`src/rtl/fetch_pkg.sv`:
```
// Shared types and constants for the instruction fetch stage and its IF/ID register.
package fetch_pkg;

    localparam int unsigned XLEN    = 32;
    localparam int unsigned PC_STEP = 4;

    localparam logic [XLEN-1:0] NOP_WORD_DEF = 32'h0000_0000;
    localparam logic [XLEN-1:0] RESET_PC_DEF = 32'h0000_0000;

    typedef enum logic [1:0] {
        BOOT  = 2'd0,
        FETCH = 2'd1,
        HELD  = 2'd2,
        DROP  = 2'd3
    } fetch_state_t;

    // One IF/ID slot: instruction, its fetch address + 4, and a real-instruction flag.
    typedef struct packed {
        logic [XLEN-1:0] ir;
        logic [XLEN-1:0] pc;
        logic            valid;
    } ifid_t;

    function automatic logic [XLEN-1:0] word_align(input logic [XLEN-1:0] addr);
        return {addr[XLEN-1:2], 2'b00};
    endfunction

endpackage

```
`src/rtl/fetch_stage_if_id_reg.sv`:
```
// 65-bit IR/PC/valid register with hold and flush; flush wins over load enable.
// Used both for the IF/ID pipeline register and for the single-entry skid buffer.
module if_id_reg
    import fetch_pkg::*;
#(
    parameter logic [XLEN-1:0] NOP_WORD = NOP_WORD_DEF
) (
    input  logic  clk_in,
    input  logic  reset_n_in,
    input  logic  le_i,
    input  logic  flush_i,
    input  ifid_t d_i,
    output ifid_t q_o
);

    ifid_t slot_q;
    ifid_t slot_d;

    // Flush keeps the PC field so decode still sees the last known PC on a bubble.
    always_comb begin
        slot_d = slot_q;
        if (flush_i) begin
            slot_d.ir    = NOP_WORD;
            slot_d.valid = 1'b0;
        end else if (le_i) begin
            slot_d = d_i;
        end
    end

    always_ff @(posedge clk_in or negedge reset_n_in) begin
        if (!reset_n_in) begin
            slot_q.ir    <= NOP_WORD;
            slot_q.pc    <= '0;
            slot_q.valid <= 1'b0;
        end else begin
            slot_q <= slot_d;
        end
    end

    assign q_o = slot_q;

endmodule

```
`src/rtl/fetch_stage.sv`:
```
// Instruction fetch stage: PC, imem req/ack handshake, skid buffer and IF/ID register.
// Optional FETCH_PERF_CNT_EN adds fetch/bubble event counters.
module fetch_stage
    import fetch_pkg::*;
#(
    parameter logic [XLEN-1:0] RESET_PC = RESET_PC_DEF,
    parameter logic [XLEN-1:0] NOP_WORD = NOP_WORD_DEF
) (
    input  logic            clk_in,
    input  logic            reset_n_in,
    output logic            imem_req_out,
    output logic [XLEN-1:0] imem_addr_out,
    input  logic [XLEN-1:0] imem_data_in,
    input  logic            imem_ack_in,
    input  logic            LE_IF_in,
    input  logic            branch_taken_in,
    input  logic [XLEN-1:0] branch_target_in,
    output logic [XLEN-1:0] IR_out,
    output logic [XLEN-1:0] PC_out,
    output logic            valid_out
`ifdef FETCH_PERF_CNT_EN
    ,
    output logic [31:0]     fetch_cnt_out,
    output logic [31:0]     bubble_cnt_out
`endif
);

    fetch_state_t    state_q, state_d;
    logic [XLEN-1:0] pc_q, pc_d;
    logic [XLEN-1:0] addr_q, addr_d;
    logic            req_q, req_d;
    logic [XLEN-1:0] pc_inc;
    logic            ack_c;

    ifid_t ifid_q, ifid_d;
    logic  ifid_le, ifid_flush;
    ifid_t skid_q, skid_d;
    logic  skid_le, skid_flush;

    assign pc_inc = pc_q + XLEN'(PC_STEP);
    assign ack_c  = imem_ack_in & req_q;

    always_comb begin
        state_d    = state_q;
        pc_d       = pc_q;
        ifid_le    = 1'b0;
        ifid_flush = 1'b0;
        ifid_d     = '{ir: imem_data_in, pc: pc_inc, valid: 1'b1};
        skid_le    = 1'b0;
        skid_flush = 1'b0;
        skid_d     = '{ir: imem_data_in, pc: pc_inc, valid: 1'b1};

        if (branch_taken_in) begin
            // Redirect beats stall and ack; an in-flight unacked fetch must be drained in DROP.
            pc_d       = word_align(branch_target_in);
            ifid_flush = 1'b1;
            skid_flush = 1'b1;
            case (state_q)
                FETCH:   state_d = ack_c ? FETCH : DROP;
                DROP:    state_d = DROP;
                default: state_d = FETCH;
            endcase
        end else begin
            case (state_q)
                BOOT: state_d = FETCH;
                FETCH: begin
                    if (ack_c) begin
                        pc_d = pc_inc;
                        if (LE_IF_in) begin
                            ifid_le = 1'b1;
                        end else begin
                            skid_le = 1'b1;
                            state_d = HELD;
                        end
                    end else if (LE_IF_in) begin
                        ifid_flush = 1'b1;
                    end
                end
                HELD: begin
                    if (LE_IF_in) begin
                        ifid_le = 1'b1;
                        ifid_d  = skid_q;
                        state_d = FETCH;
                    end
                end
                DROP: begin
                    if (LE_IF_in) begin
                        ifid_flush = 1'b1;
                    end
                    if (ack_c) begin
                        state_d = FETCH;
                    end
                end
                default: state_d = BOOT;
            endcase
        end

        req_d  = (state_d == FETCH) || (state_d == DROP);
        // DROP keeps presenting the stale address until its ack retires it.
        addr_d = (state_d == DROP) ? addr_q : pc_d;
    end

    always_ff @(posedge clk_in or negedge reset_n_in) begin
        if (!reset_n_in) begin
            state_q <= BOOT;
            pc_q    <= word_align(RESET_PC);
            addr_q  <= word_align(RESET_PC);
            req_q   <= 1'b0;
        end else begin
            state_q <= state_d;
            pc_q    <= pc_d;
            addr_q  <= addr_d;
            req_q   <= req_d;
        end
    end

    if_id_reg #(.NOP_WORD(NOP_WORD)) u_ifid (
        .clk_in     (clk_in),
        .reset_n_in (reset_n_in),
        .le_i       (ifid_le),
        .flush_i    (ifid_flush),
        .d_i        (ifid_d),
        .q_o        (ifid_q)
    );

    if_id_reg #(.NOP_WORD(NOP_WORD)) u_skid (
        .clk_in     (clk_in),
        .reset_n_in (reset_n_in),
        .le_i       (skid_le),
        .flush_i    (skid_flush),
        .d_i        (skid_d),
        .q_o        (skid_q)
    );

    assign imem_req_out  = req_q;
    assign imem_addr_out = addr_q;
    assign IR_out        = ifid_q.ir;
    assign PC_out        = ifid_q.pc;
    assign valid_out     = ifid_q.valid;

`ifdef FETCH_PERF_CNT_EN
    logic [31:0] fetch_cnt_q, bubble_cnt_q;

    // Every valid=0 load of IF/ID goes through flush, every valid=1 load through le.
    always_ff @(posedge clk_in or negedge reset_n_in) begin
        if (!reset_n_in) begin
            fetch_cnt_q  <= '0;
            bubble_cnt_q <= '0;
        end else begin
            if (ifid_le && !ifid_flush) begin
                fetch_cnt_q <= fetch_cnt_q + 32'd1;
            end
            if (ifid_flush) begin
                bubble_cnt_q <= bubble_cnt_q + 32'd1;
            end
        end
    end

    assign fetch_cnt_out  = fetch_cnt_q;
    assign bubble_cnt_out = bubble_cnt_q;
`else
    // Counters are absent in this build.
`endif

endmodule
```
`config.mk`:
```
export PLATFORM = sky130hd
export DESIGN_NAME = fetch_stage
export DESIGN_NICKNAME = d
export VERILOG_FILES = /design/src/rtl/fetch_pkg.sv /design/src/rtl/fetch_stage_if_id_reg.sv /design/src/rtl/fetch_stage.sv
export SDC_FILE = /design/constraint.sdc
export NUM_CORES = 1
export LEC_CHECK = 0
export CAP_MARGIN = 15
export CORE_ASPECT_RATIO = 2
export CORE_MARGIN = 2
export CORE_UTILIZATION = 53
export DETAILED_ROUTE_END_ITERATION = 8
export PLACE_DENSITY = 0.79
export SYNTH_ARGS = -nofsm -noshare
export SYNTH_HDL_FRONTEND = slang
export SYNTH_SLANG_ARGS = --single-unit
```
`constraint.sdc`:
```
create_clock -name clk_in -period 2.75 [get_ports clk_in]
set_clock_uncertainty 0.1 [all_clocks]
set_input_delay 0.4125 -clock clk_in [delete_from_list [all_inputs] [get_ports clk_in]]
set_output_delay 0.4125 -clock clk_in [all_outputs]
set_load 0.005 [all_outputs]
```
placement_by_type.png
Drawn at 2 px/um.
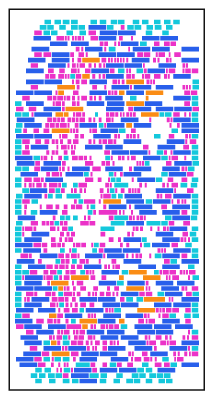
| color | class | cells |
|---|---|---|
| blue | sequential cells | 196 |
| magenta | combinational and other logic | 645 |
| cyan | remaining buffers and delay cells | 214 |
| orange | clock drivers and dummy loads | 31 |
final non-filler cell area: 11,800 um^2
fin util: 70.2%
fraction of area in registers: 41.5%
cell row count: 67

clk_routes.png
Drawn at 2 px/um.
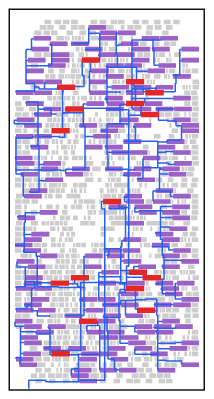
[red] clock drivers | count: 17
[blue] clock wires | length: 2,270 um
[purple] flip-flops | count: 196
routed clock nets: 18

flops_by_reg.png
Drawn at 2 px/um.
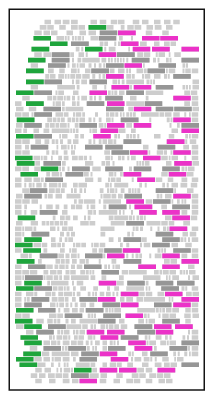
| color | name in the netlist | sequential cells |
|---|---|---|
| green | imem_addr_out | 32 |
| magenta | u_ifid.q_o | 65 |
not colored: 99
Sequential Power: 4160 uW
register area: 4900 um^2

io_fan.png
Drawn at 3 px/um.
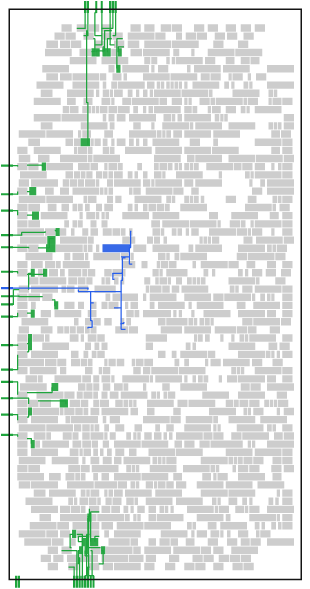
| color | port | direction | edge | end cells | wire |
|---|---|---|---|---|---|
| green | branch_target_in | input | 15 left, 10 bottom, 7 top | 31 | 452 um |
| blue | imem_req_out | output | left | 1 | 108 um |
Port-buffer cells: 164
# IOs: 167

placement.png
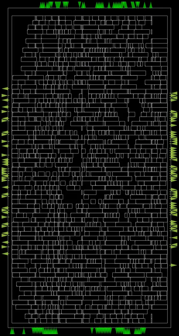
placeable core area: 16,800 um^2
flop count: 196
fillcell total: 1,325
Final Non-Filler Cells: 1,293
n_taps: 207

cell families after synthesis:
family                     count (synthesis)  synth area share (%)
buffers and inverters                     76                  3.26
muxes                                     65                  7.55
DFF                                      196                  53.7
AOI/OAI and AO/OA                        204                  14.8
xor gates and xnor gates                  38                  3.65
adders and majority gates                  6                 0.822
and+or+nand+nor                          320                  16.1
metrics by stage:
step                worst slack (ns)  hold slack (ns)
floorplan                      0.262           0.0169
global placement               0.193            0.291
detailed placement             0.163            0.291
CTS                            0.283            0.380
global route                  0.0978            0.399
finish                         0.230            0.380
state kept, by name, indices dropped and copies added (netlist names):
| name | count |
|---|---|
| u_skid.q_o | 65 |
| u_ifid.q_o | 65 |
| pc_q | 32 |
| state_q | 1 |
| imem_req_out | 1 |
| imem_addr_out | 32 |
==> out/results.tsv <==
metric	value	unit
count leader, synth	dfrtp_1	
worst vdd ir	576	uV
WP depth	5	
clock-cell share of area	4.81	%
vias in the first global route	7500	
max-cap violation count	0	
clock root buffer	clkbuf_16	
Die Area	18400	um^2
Top Layer Used	met4	
status	finished, final reports clean	
Synthesis Warnings	0	
RSZ-0062 raised after global routing	false	
via count	7424	
GP Congestion	0.913	
Max Clk Rate	397	MHz
cell type with the largest total area	dfrtp_1	
CP startpoint kind	flop	
post-synth cell types	57	
largest net degree at the start of global routing	86	
Crit path max-delay family	simple AND/OR/NAND/NOR gates	
die height	190	um
Reg2Reg Setup Slack	0.23	ns
ys cells	905	
CP max stage cell	or4_1	
number of enable flip-flop cells	0	
Clock power frac	24.5	%
Critical R2R Launch	pc_q[14]$_DFF_PN0_	
Layout area overhead	29.6	%
Clock Sinks	196	
htree depth	4	
Hold Path Class	input port to asynchronous set/reset pin	
worst slew pin tran	0.885	ns
met1 WL	9150	um
Post-route DRC	0	
switching pwr	3140	uW
cts bufs inserted	17	
Final Hold Viols	0	
syn_nets	980	
M2 GR Usage	46.3	%
cell mode on critical path	o31a_1	
kind of critical path	flop to flop	
Pwr top	sequential cells	
Commonest flop	dfrtp_1	
Max Slew Vio Count	0	
Die Span X	96.8	um
Resized cells post-CTS	0	
P_int	6800	uW
Critical path destination	imem_addr_out[22]$_DFFE_PN0P_	
Power is estimated from default activity; no workload was simulated.
